### config.mk
export PLATFORM = sky130hd
export DESIGN_NAME = game_state_fsm
export DESIGN_NICKNAME = d
export VERILOG_FILES = /design/src/rtl/game_state_fsm.sv
export SDC_FILE = /design/constraint.sdc
export NUM_CORES = 1
export LEC_CHECK = 0
export CORE_MARGIN = 8
export CORE_UTILIZATION = 40
export CTS_CLUSTER_DIAMETER = 120
export DETAILED_ROUTE_END_ITERATION = 10
export PLACE_DENSITY = 0.67
export SLEW_MARGIN = 25
export SYNTH_ARGS = -nofsm -noshare
export SYNTH_HDL_FRONTEND = slang
export SYNTH_SLANG_ARGS = --single-unit
### constraint.sdc
create_clock -name clk -period 2.64 [get_ports clk]
set_input_delay 0.528 -clock clk [delete_from_list [all_inputs] [get_ports clk]]
set_output_delay 0.528 -clock clk [all_outputs]
set_load 0.02 [all_outputs]
### src/rtl/game_state_fsm.sv
// Game-flow controller for the shoot-'em-up: cover -> play -> success / game-over,
// with life and bomb bookkeeping and a timed invulnerability window.
module game_state_fsm #(
    parameter int unsigned INIT_LIFE     = 3,
    parameter int unsigned INIT_BOMB     = 3,
    parameter int unsigned INVULN_CYCLES = 50_000_000
) (
    input  logic       clk,
    input  logic       hard_reset,
    input  logic       enter,
    input  logic       bomb,
    input  logic       collision,
    input  logic       die,
    output logic [3:0] num_life,
    output logic [3:0] num_bomb,
    output logic [3:0] game_state,
    output logic       game_en,
    output logic       game_reset
);

    typedef enum logic [3:0] {
        StCover    = 4'b0001,
        StPlay     = 4'b0010,
        StInvuln   = 4'b0100,
        StSuccess  = 4'b1000,
        StGameover = 4'b1001
    } state_e;

    state_e      state_q, state_d;
    logic [3:0]  life_q, life_d;
    logic [3:0]  bomb_cnt_q, bomb_cnt_d;
    logic [31:0] cnt_q, cnt_d;
    logic        enter_q, bomb_q;
    logic        game_en_q, game_en_d;
    logic        game_reset_q, game_reset_d;
    logic        enter_rise, bomb_rise;

    assign enter_rise = enter & ~enter_q;
    assign bomb_rise  = bomb & ~bomb_q;

    always_comb begin
        state_d    = state_q;
        life_d     = life_q;
        bomb_cnt_d = bomb_cnt_q;
        cnt_d      = cnt_q;

        case (state_q)
            StCover: begin
                if (enter_rise) begin
                    state_d    = StPlay;
                    life_d     = 4'(INIT_LIFE);
                    bomb_cnt_d = 4'(INIT_BOMB);
                    cnt_d      = '0;
                end
            end
            StPlay: begin
                if (die) begin
                    state_d = StSuccess;
                end else if (collision) begin
                    // A hit on the last life ends the game; never underflow.
                    if (life_q <= 4'd1) begin
                        life_d  = 4'd0;
                        state_d = StGameover;
                    end else begin
                        life_d  = life_q - 4'd1;
                        cnt_d   = '0;
                        state_d = StInvuln;
                    end
                end else if (bomb_rise && (bomb_cnt_q != 4'd0)) begin
                    bomb_cnt_d = bomb_cnt_q - 4'd1;
                    cnt_d      = '0;
                    state_d    = StInvuln;
                end
            end
            StInvuln: begin
                if (die) begin
                    state_d = StSuccess;
                end else if (cnt_q == 32'(INVULN_CYCLES - 1)) begin
                    cnt_d   = '0;
                    state_d = StPlay;
                end else begin
                    cnt_d = cnt_q + 32'd1;
                end
            end
            StSuccess, StGameover: begin
                if (enter_rise) begin
                    state_d = StCover;
                end
            end
            default: state_d = StCover;
        endcase

        // Outputs are registered, so decode from the state being entered.
        game_en_d    = (state_d == StPlay) || (state_d == StInvuln);
        game_reset_d = !game_en_d;
    end

    always_ff @(posedge clk) begin
        if (hard_reset) begin
            state_q      <= StCover;
            life_q       <= 4'(INIT_LIFE);
            bomb_cnt_q   <= 4'(INIT_BOMB);
            cnt_q        <= '0;
            enter_q      <= 1'b0;
            bomb_q       <= 1'b0;
            game_en_q    <= 1'b0;
            game_reset_q <= 1'b1;
        end else begin
            state_q      <= state_d;
            life_q       <= life_d;
            bomb_cnt_q   <= bomb_cnt_d;
            cnt_q        <= cnt_d;
            enter_q      <= enter;
            bomb_q       <= bomb;
            game_en_q    <= game_en_d;
            game_reset_q <= game_reset_d;
        end
    end

    assign game_state = state_q;
    assign num_life   = life_q;
    assign num_bomb   = bomb_cnt_q;
    assign game_en    = game_en_q;
    assign game_reset = game_reset_q;

endmodule

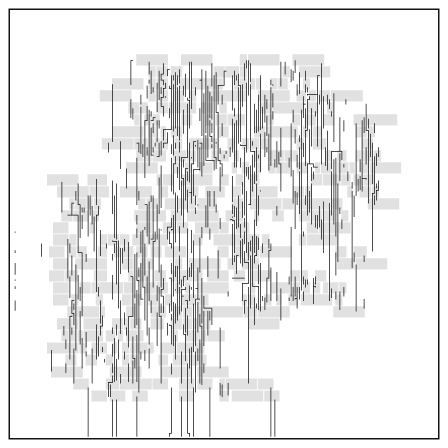
(images/layer_met2.png)
The wires run mostly vertical. The layer holds 48% of the routed length. The longest straight run is 40.8 microns. 306 nets have wire on it.
Post-Route WL: 6360 microns
routed via count: 2558

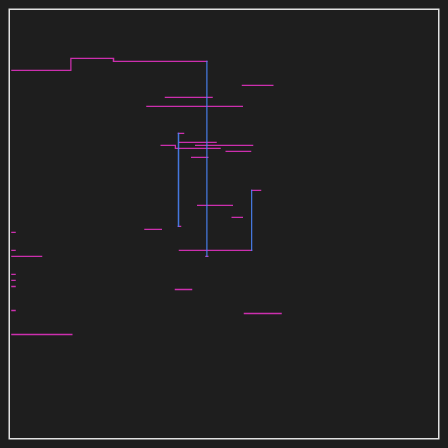
(images/wires.png)
Only two layers are drawn.
Key: blue = metal 4 [wire length 78.9 microns]; magenta = metal 3 [wire length 201 microns]
Global Route Usage Sum: 13.3%
routed wire length per instance: 14.7 microns

==> impl_report.txt <==
PHYSICAL IMPLEMENTATION REPORT
----------------------------------------------------
[Outcome]
  Status ........................ finished clean

[Flow run]
  # Max-Cap Violations ........................ 0

[Detailed routing]
  WL met3 ........................ 201 microns
  Routed length on met1 ........................ approximately 3100 microns

[Floorplanning]
  Standard-cell row count ........................ 29
  Width of the die ........................ 97.0 microns
  Placeable core area ........................ 6350 sq um
  Die Footprint ........................ 9410 sq um

[Placement]
  Final RePlAce weighted congestion ........................ 0.860
  Post-DP Area ........................ approximately 3000 sq um

[Worst setup path]
  Register-to-register path setup slack ........................ approximately 0.16 ns
  Maximum fanout encountered on the critical timing path ........................ 12
  WP data required ........................ 2.87 ns
  Reg2reg path depth ........................ 8

[Final timing]
  Hold Violations, Final ........................ 0
  Number of max-slew violations in the final report ........................ 0
  Final total negative setup slack ........................ 0 ns
  Final setup skew ........................ around 0.0062 ns

[Yosys]
  Synthesized registers ........................ ~48
  Number of cells in the yosys synthesis report ........................ between 300 and 400

[Pwr]
  Combinational power ........................ 0.000200 W
  Sw Share ........................ 26.3%
  Worst voltage drop across the vdd grid ........................ 0.230 mV
  Power density over cell area ........................ between 400 and 500 nW/um^2

[Cells and area]
  Count of fill cells added during filler insertion ........................ ~630
  Most common logic cell in the routed design ........................ dfxtp_1
  Post-layout utilization of the core ........................ 49.6%

[Global route]
  Pin count of the biggest net entering global routing ........................ 30
  Wire length of the first global-routing pass ........................ 11000 microns

[Clock tree]
  Clock-pin slew reported for the worst setup and hold paths after clock tree synthesis ........................ 0.09 ns
  Clock latency on the worst-skew pair ........................ 0.30 ns

----------------------------------------------------
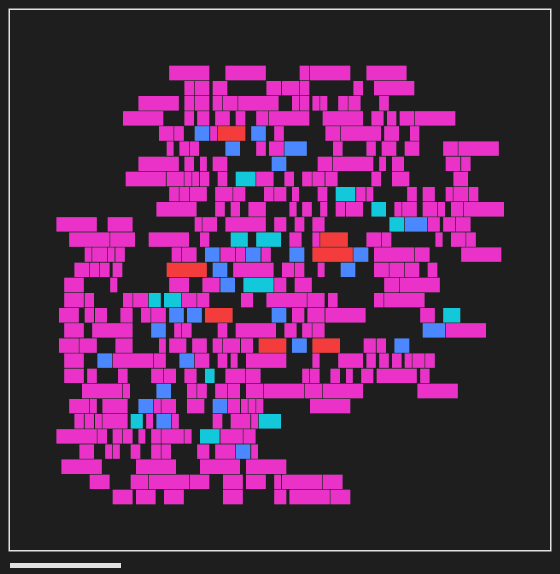
(images/sizes.png)
Bar = 20 microns.
Key: magenta = _0 and _1 cells [cells 309, share 87%]; blue = _3 and _4 cells [cells 27, share 7.6%]; red = _6 and larger [cells 7, share 2.0%]; cyan = _2 cells [cells 14, share 3.9%]
Design Area, Final: 3150 sq um
final worst setup slack: 0.133 ns
Synth-to-Final Area Change: 20.0%
Signal buffers: 45

[worst max-delay path: stages]
cell and delay (ns):
clkdlybuf4s50_1 0.47, nand2b_1 0.08, or4_1 0.52, a31o_2 0.33
buf_4 0.19, or4_1 0.46, a21oi_1 0.15
[final cells by class]
| type | count | area [sq um] | share of cell area, % |
|---|---|---|---|
| Clock buffer | 6 | 72.6 | 2.31 |
| Clock inverter | 1 | 5.00 | 0.159 |
| Inverter | 15 | 56.3 | 1.79 |
| Multi-Input combinational cell | 242 | 1550 | 49.1 |
| Sequential cell | 48 | 961 | 30.5 |
| Tap cell | 77 | 96.3 | 3.06 |
| Timing Repair Buffer | 45 | 410 | 13.0 |
Power figures rest on the tool's default switching activity, not on a simulated workload.
